## src/rtl/axi_rd_buf_pkg.sv

```systemverilog
// Shared constants and helpers for the AXI read-data buffer.
// Store-and-forward mode is enabled by defining AXI_RD_BUF_STORE_FWD_EN.
package axi_rd_buf_pkg;

  localparam logic [1:0] RESP_OKAY   = 2'b00;
  localparam logic [1:0] RESP_EXOKAY = 2'b01;
  localparam logic [1:0] RESP_SLVERR = 2'b10;
  localparam logic [1:0] RESP_DECERR = 2'b11;

  // Width of a counter that must hold every value from 0 up to n inclusive.
  function automatic int clog2p1(input int n);
    return $clog2(n + 1);
  endfunction

endpackage

```

## src/rtl/axi_rd_buf_mem.sv

```systemverilog
// Beat storage: synchronous write port, asynchronous read port, no reset.
// Part of axi_rd_data_buf (store-and-forward via AXI_RD_BUF_STORE_FWD_EN).
module axi_rd_buf_mem #(
  parameter int WIDTH      = 48,
  parameter int DEPTH      = 8,
  parameter int ADDR_WIDTH = 3
) (
  input  logic                  clk,
  input  logic                  we,
  input  logic [ADDR_WIDTH-1:0] waddr,
  input  logic [WIDTH-1:0]      wdata,
  input  logic [ADDR_WIDTH-1:0] raddr,
  output logic [WIDTH-1:0]      rdata
);

  logic [WIDTH-1:0] mem_q [DEPTH];

  always_ff @(posedge clk) begin
    if (we) begin
      mem_q[waddr] <= wdata;
    end
  end

  assign rdata = mem_q[raddr];

endmodule

```

## src/rtl/axi_rd_data_buf.sv

```systemverilog
// First-word-fall-through AXI R-channel buffer with occupancy and burst counts.
// Define AXI_RD_BUF_STORE_FWD_EN to hold each burst until it is fully buffered.
module axi_rd_data_buf
  import axi_rd_buf_pkg::*;
#(
  parameter int DATA_WIDTH   = 32,
  parameter int ID_MAX_WIDTH = 12,
  parameter int DEPTH        = 8
) (
  input  logic                       clk,
  input  logic                       rst,
  input  logic [ID_MAX_WIDTH-1:0]    s_rid,
  input  logic [DATA_WIDTH-1:0]      s_rdata,
  input  logic [1:0]                 s_rresp,
  input  logic                       s_rlast,
  input  logic                       s_ruser,
  input  logic                       s_rvalid,
  output logic                       s_rready,
  output logic [ID_MAX_WIDTH-1:0]    m_rid,
  output logic [DATA_WIDTH-1:0]      m_rdata,
  output logic [1:0]                 m_rresp,
  output logic                       m_rlast,
  output logic                       m_ruser,
  output logic                       m_rvalid,
  input  logic                       m_rready,
  output logic [$clog2(DEPTH+1)-1:0] level,
  output logic [$clog2(DEPTH+1)-1:0] burst_cnt
);

  localparam int PW = $clog2(DEPTH);
  localparam int CW = clog2p1(DEPTH);
  localparam int EW = ID_MAX_WIDTH + DATA_WIDTH + 4;
  localparam logic [CW-1:0] FULL_LEVEL = CW'(DEPTH);

  logic [PW-1:0]           wr_ptr_q, wr_ptr_d, rd_ptr_q, rd_ptr_d;
  logic [CW-1:0]           level_q, level_d, burst_cnt_q, burst_cnt_d;
  logic [EW-1:0]           wr_entry, head_entry;
  logic [ID_MAX_WIDTH-1:0] head_rid;
  logic [DATA_WIDTH-1:0]   head_rdata;
  logic [1:0]              head_rresp;
  logic                    head_rlast, head_ruser;
  logic                    push, pop, rel_en;

  assign wr_entry = {s_rid, s_rdata, s_rresp, s_rlast, s_ruser};
  assign {head_rid, head_rdata, head_rresp, head_rlast, head_ruser} = head_entry;

  axi_rd_buf_mem #(
    .WIDTH      (EW),
    .DEPTH      (DEPTH),
    .ADDR_WIDTH (PW)
  ) u_mem (
    .clk   (clk),
    .we    (push),
    .waddr (wr_ptr_q),
    .wdata (wr_entry),
    .raddr (rd_ptr_q),
    .rdata (head_entry)
  );

  // No pass-through when full: readiness depends only on registered level.
  assign s_rready = !rst && (level_q != FULL_LEVEL);
  assign m_rvalid = (level_q != '0) && rel_en;
  assign push     = s_rvalid && s_rready;
  assign pop      = m_rvalid && m_rready;

  assign m_rid     = m_rvalid ? head_rid   : '0;
  assign m_rdata   = m_rvalid ? head_rdata : '0;
  assign m_rresp   = m_rvalid ? head_rresp : '0;
  assign m_rlast   = m_rvalid ? head_rlast : 1'b0;
  assign m_ruser   = m_rvalid ? head_ruser : 1'b0;
  assign level     = level_q;
  assign burst_cnt = burst_cnt_q;

`ifdef AXI_RD_BUF_STORE_FWD_EN
  logic draining_q, draining_d;

  // Full-level release keeps bursts longer than the buffer from deadlocking.
  assign rel_en = (burst_cnt_q != '0) || (level_q == FULL_LEVEL) || draining_q;

  always_comb begin
    draining_d = draining_q;
    if (m_rvalid) begin
      draining_d = 1'b1;
    end
    if (pop && head_rlast) begin
      draining_d = 1'b0;
    end
  end

  always_ff @(posedge clk) begin
    if (rst) begin
      draining_q <= 1'b0;
    end else begin
      draining_q <= draining_d;
    end
  end
`else
  assign rel_en = 1'b1;
`endif

  always_comb begin
    wr_ptr_d    = wr_ptr_q;
    rd_ptr_d    = rd_ptr_q;
    level_d     = level_q;
    burst_cnt_d = burst_cnt_q;
    if (push) begin
      wr_ptr_d = wr_ptr_q + PW'(1);
    end
    if (pop) begin
      rd_ptr_d = rd_ptr_q + PW'(1);
    end
    case ({push, pop})
      2'b10:   level_d = level_q + CW'(1);
      2'b01:   level_d = level_q - CW'(1);
      default: level_d = level_q;
    endcase
    case ({push && s_rlast, pop && head_rlast})
      2'b10:   burst_cnt_d = burst_cnt_q + CW'(1);
      2'b01:   burst_cnt_d = burst_cnt_q - CW'(1);
      default: burst_cnt_d = burst_cnt_q;
    endcase
  end

  always_ff @(posedge clk) begin
    if (rst) begin
      wr_ptr_q    <= '0;
      rd_ptr_q    <= '0;
      level_q     <= '0;
      burst_cnt_q <= '0;
    end else begin
      wr_ptr_q    <= wr_ptr_d;
      rd_ptr_q    <= rd_ptr_d;
      level_q     <= level_d;
      burst_cnt_q <= burst_cnt_d;
    end
  end

endmodule

```

## config.mk

```make
export PLATFORM = sky130hd
export DESIGN_NAME = axi_rd_data_buf
export DESIGN_NICKNAME = d
export VERILOG_FILES = /design/src/rtl/axi_rd_buf_pkg.sv /design/src/rtl/axi_rd_buf_mem.sv /design/src/rtl/axi_rd_data_buf.sv
export SDC_FILE = /design/constraint.sdc
export NUM_CORES = 1
export LEC_CHECK = 0
export CAP_MARGIN = 0
export CORE_MARGIN = 10
export CORE_UTILIZATION = 25
export CTS_CLUSTER_SIZE = 14
export DETAILED_ROUTE_END_ITERATION = 8
export SLEW_MARGIN = 0
export SYNTH_ARGS = -nofsm -noshare
export SYNTH_HDL_FRONTEND = slang
export SYNTH_HIERARCHICAL = 1
export SYNTH_SLANG_ARGS = --single-unit
export TNS_END_PERCENT = 50
```

## constraint.sdc

```tcl
create_clock -name clk -period 17.7 [get_ports clk]
set_input_delay 3.54 -clock clk [delete_from_list [all_inputs] [get_ports clk]]
set_output_delay 3.54 -clock clk [all_outputs]
set_load 0.02 [all_outputs]
```

run_1/port_trees.png
Drawn at 1 px/micron.
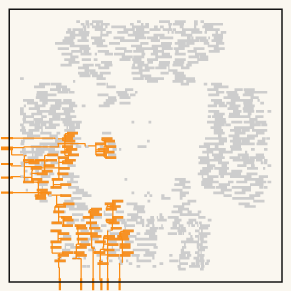
Orange stands for s_rid, direction input, edge 6 left, 6 bottom, end cells 96, buffers 12, wire 1170 microns.
Port Buffer Count: 109
io pins: 110

run_1/placed.png
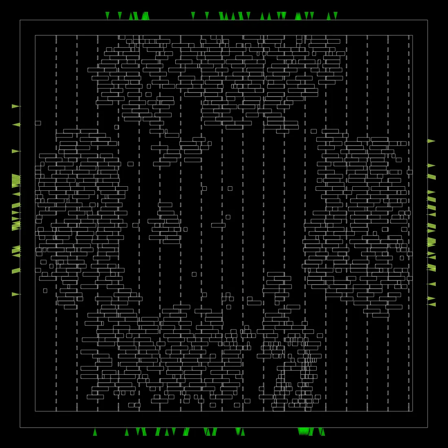
sequential cell area share: 0.6131
Util after Layout: 0.3068
tap cells: 846
fill cell count: 6143
Cell Rows: 92

==> flow_summary.ini, run 1 <==
; synthesis and place-and-route metrics
[die]
dieArea_sq_um = 73600
coreArea_sq_um = 62850
die_x_microns = 271.3

[synth]
yosys_cells = 710
simple_gate_area_frac = 0.03376
synthTopCellsByCount = edfxtp_1, mux4_2, and2_1
top_area_frac = 0.7304
edf_count = 384

[routing]
num_vias = 7267
dr.max_layer_used = met5
wl_per_cell_microns = 20.49

[outcome]
status = complete, no violations

[critical_path]
crit_path_top_delay_cell = clkdlybuf4s50_1
cp_common_cell = clkdlybuf4s50_1
critPathArrivalTime_ns = 5.14

[cells_and_area]
syn_to_final_growth_pct = 22.14
fin_area_sq_um = 19280

[power_and_ir_drop]
power_leakage_uw = 0.005922

[cts]
htreeDepth = 2

[sta]
finalCritPeriodShare = 0.4903
run_1/pinout.png
Drawn at 1.5 px/micron. Pins as bars across the die edge, other pins in gray.
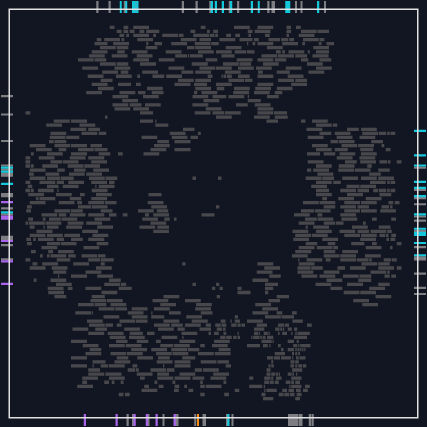
Orange stands for s_ruser, pins 1, direction input, edge bottom. Purple stands for s_rid, pins 12, direction input, edge 6 left, 6 bottom. Cyan stands for m_rdata, pins 32, direction output, edge 15 top, 12 right, 4 left, 1 bottom.

run_1/layers.png
Drawn at 1 px/micron. Only two layers are drawn.
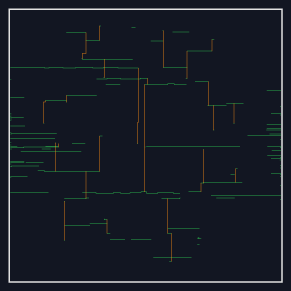
Green stands for M3, wire length 1730 microns. Orange stands for M4, wire length 692 microns.

## run 1: worst paths after layout
check | startpoint | to | depth (start not counted)
setup / recovery | rst | s_rready | 3
hold / removal | level[3] | level[3] | 2
setup reg to reg | rd_ptr_q[2] | burst_cnt[3] | 9
hold reg to reg | level[3] | level[3] | 2
## run 1: where the power goes
group | switching (uW) | leakage, uW | internal (uW)
combinational | 302 | 0.00165 | 292
sequential | 27.8 | 0.00358 | 1060
clock | 366 | 0.000684 | 533
total | 696 | 0.00592 | 1890
## run 1: worst max-delay path, delay by kind of cell
family / cells / cell delay (ns)
and+or+nand+nor: 1 / 0.24
buffers and inverters: 2 / 1.36
## run 1: state kept, by name, indices dropped and copies added, names as in the netlist
signal       flops
u_mem/mem_q    384
wr_ptr_q         3
level            4
burst_cnt        4
rd_ptr_q         3
## run 1: cells in the final DEF, fill, tap and decap left out, drive strengths merged, types with 7 or more instances in the layout
cell           synthesis  layout
a21oi                  7       7
and2                  49      49
buf                   21      15
clkbuf                16      54
clkdlybuf4s50          0     109
clkinv                 0      14
dfxtp                 14      14
edfxtp               384     384
ha                     8       8
mux2                  50      50
mux4                  96      96
nor2                  20      20
## run 1: through the flow
step                      setup WS, ns  hold WS (ns)
after CTS                        8.989        0.5178
final                            9.023        0.5233
after detailed placement         8.983        0.5069
after global routing             8.877        0.5485
after global placement           8.965        0.4962
after floorplan                  9.663        0.4772
## run 1: cell type report
class,instances,share of cell area
clock inverter,22,0.01226
sequential,398,0.6131
multi-input combinational,271,0.1953
clock buffer,54,0.06125
inverter,4,0.0007787
tap,846,0.05490
timing repair buffer,124,0.06242
==> run 1 -> run 2 <==
==> constraint.sdc (replaced) <==
create_clock -name clk -period 7 [get_ports clk]
set_input_delay 1.4 -clock clk [delete_from_list [all_inputs] [get_ports clk]]
set_output_delay 1.4 -clock clk [all_outputs]
set_load 0.02 [all_outputs]
run_2/port_trees.png
Drawn at 1 px/micron.
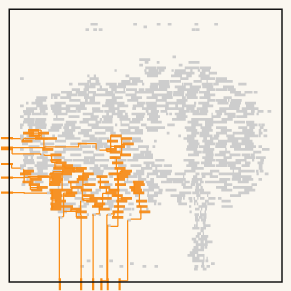
Orange stands for s_rid, direction input, edge 6 left, 6 bottom, end cells 96, buffers 12, wire 1440 microns.

==> run 2 against run 1 <==
Against the previous run:
- flip-flop count unchanged
- die size is the same
- combinational power up 150%
- area after synthesis stayed put
- sequential share of layout area increased by 0.31 points
- via count is 0.89% lower
- design area fell by 0.50%
- clock-buffer cell count fell by 1
- critical path depth grew 2
- total power rose by 150%
- critical endpoint is now m_rdata[27]
==> flow_summary.ini, run 2 <==
; synthesis and place-and-route metrics
[cells_and_area]
top_register = u_mem/mem_q
largest_reg_flops = 384
fin_area_sq_um = 19190
syn_to_final_growth_pct = 21.53

[power_and_ir_drop]
p_sw_uw = 1706
clock_power_share = 0.330
internal-power_uw = 4655
swShare = 0.2682
power_leakage_uw = 0.005875

[cts]
htreeDepth = 2

[outcome]
status = complete, no violations

[die]
die_x_microns = 271.3
num_io_pins = 110
dieArea_sq_um = 73600

[synth]
yosys_cells = 710
top_area_frac = 0.7304
edf_count = 384
synthTopCellsByCount = edfxtp_1, mux4_2, and2_1

[hold_path]
hold_path_depth = 2
min_to = level[3]

[critical_path]
crit_path_top_delay_cell = dfxtp_4
r2r_end = burst_cnt[3]
r2r_cells = 9
r2r-start = rd_ptr_q[2]

[sta]
finalCritPeriodShare = 0.7100

[routing]
dr.max_layer_used = met5

[place]
io_buffers = 109
run_2/m2.png
Drawn at 1.5 px/micron.
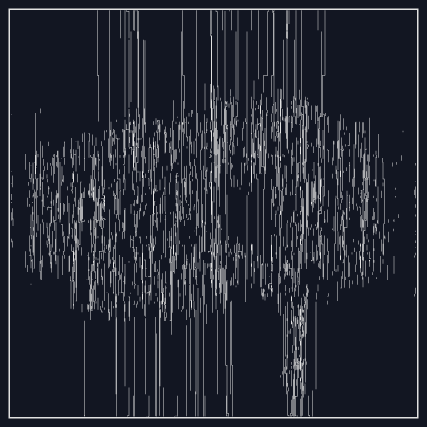
The layer holds 53% of the routed length. The longest straight run is 111 microns. The layer carries 18200 microns of wire. 823 nets have wire on it. The wires run mostly vertical.

[run 2: final cells by class]
class	instances	area, sq um
Clock buffer	53	1114
Fill cell	6135	43660
Inverter	4	15.01
Clock inverter	21	180.2
Multi-Input combinational cell	271	3765
Tap cell	846	1059
Timing Repair Buffer	126	1231
Sequential cell	398	11820
[run 2: worst max-delay path by stage]
stage | startpoint | endpoint | slack [ns] | depth (start not counted)
after floorplan | rst | u_mem/mem_q[0][0] | 1.10 | 4
after global placement | rst | u_mem/mem_q[4][31] | 2.39 | 6
after detailed placement | rst | u_mem/mem_q[4][31] | 2.31 | 6
after CTS | rd_ptr_q[0] | m_rdata[27] | 1.88 | 5
after global routing | rd_ptr_q[0] | m_rresp[0] | 1.76 | 5
final | rd_ptr_q[0] | m_rdata[27] | 2.03 | 5
[run 2: cell families (layout without fill, tap and decap cells)]
logic type	count (synthesis)	in the layout	share of synthesized area
and+or+nand+nor	93	93	0.03376
buffers and inverters	41	204	0.01688
muxes	148	148	0.1841
AOI/OAI and AO/OA	12	12	0.004439
adders and majority gates	9	9	0.007609
xor gates and xnor gates	9	9	0.004994
DFF	398	398	0.7482
[run 2: per-layer routing]
layer	track usage	vias up
li1	-	3180
met5	0	-
met3	0.02207	44
met4	0.02573	4
met1	0.1115	3839
met2	0.1623	135
[run 2: power by group through the flow]
stage | Sequential, uW | Combinational (uW) | Clock, uW
floorplan | 2780 | 927 | 0
detailed placement | 2830 | 1550 | 0
global route | 2790 | 1610 | 2270
global placement | 2830 | 1550 | 0
CTS | 2780 | 1560 | 2160
finish | 2780 | 1480 | 2100
[run 2: critical path: cells and delay by family (launching register included)]
kind / cells / cell delay [ns]
buf+inv: 2 / 1.00
flops: 1 / 0.97
mux: 2 / 0.87
simple gates: 1 / 0.14
Power figures rest on the tool's default switching activity, not on a simulated workload.
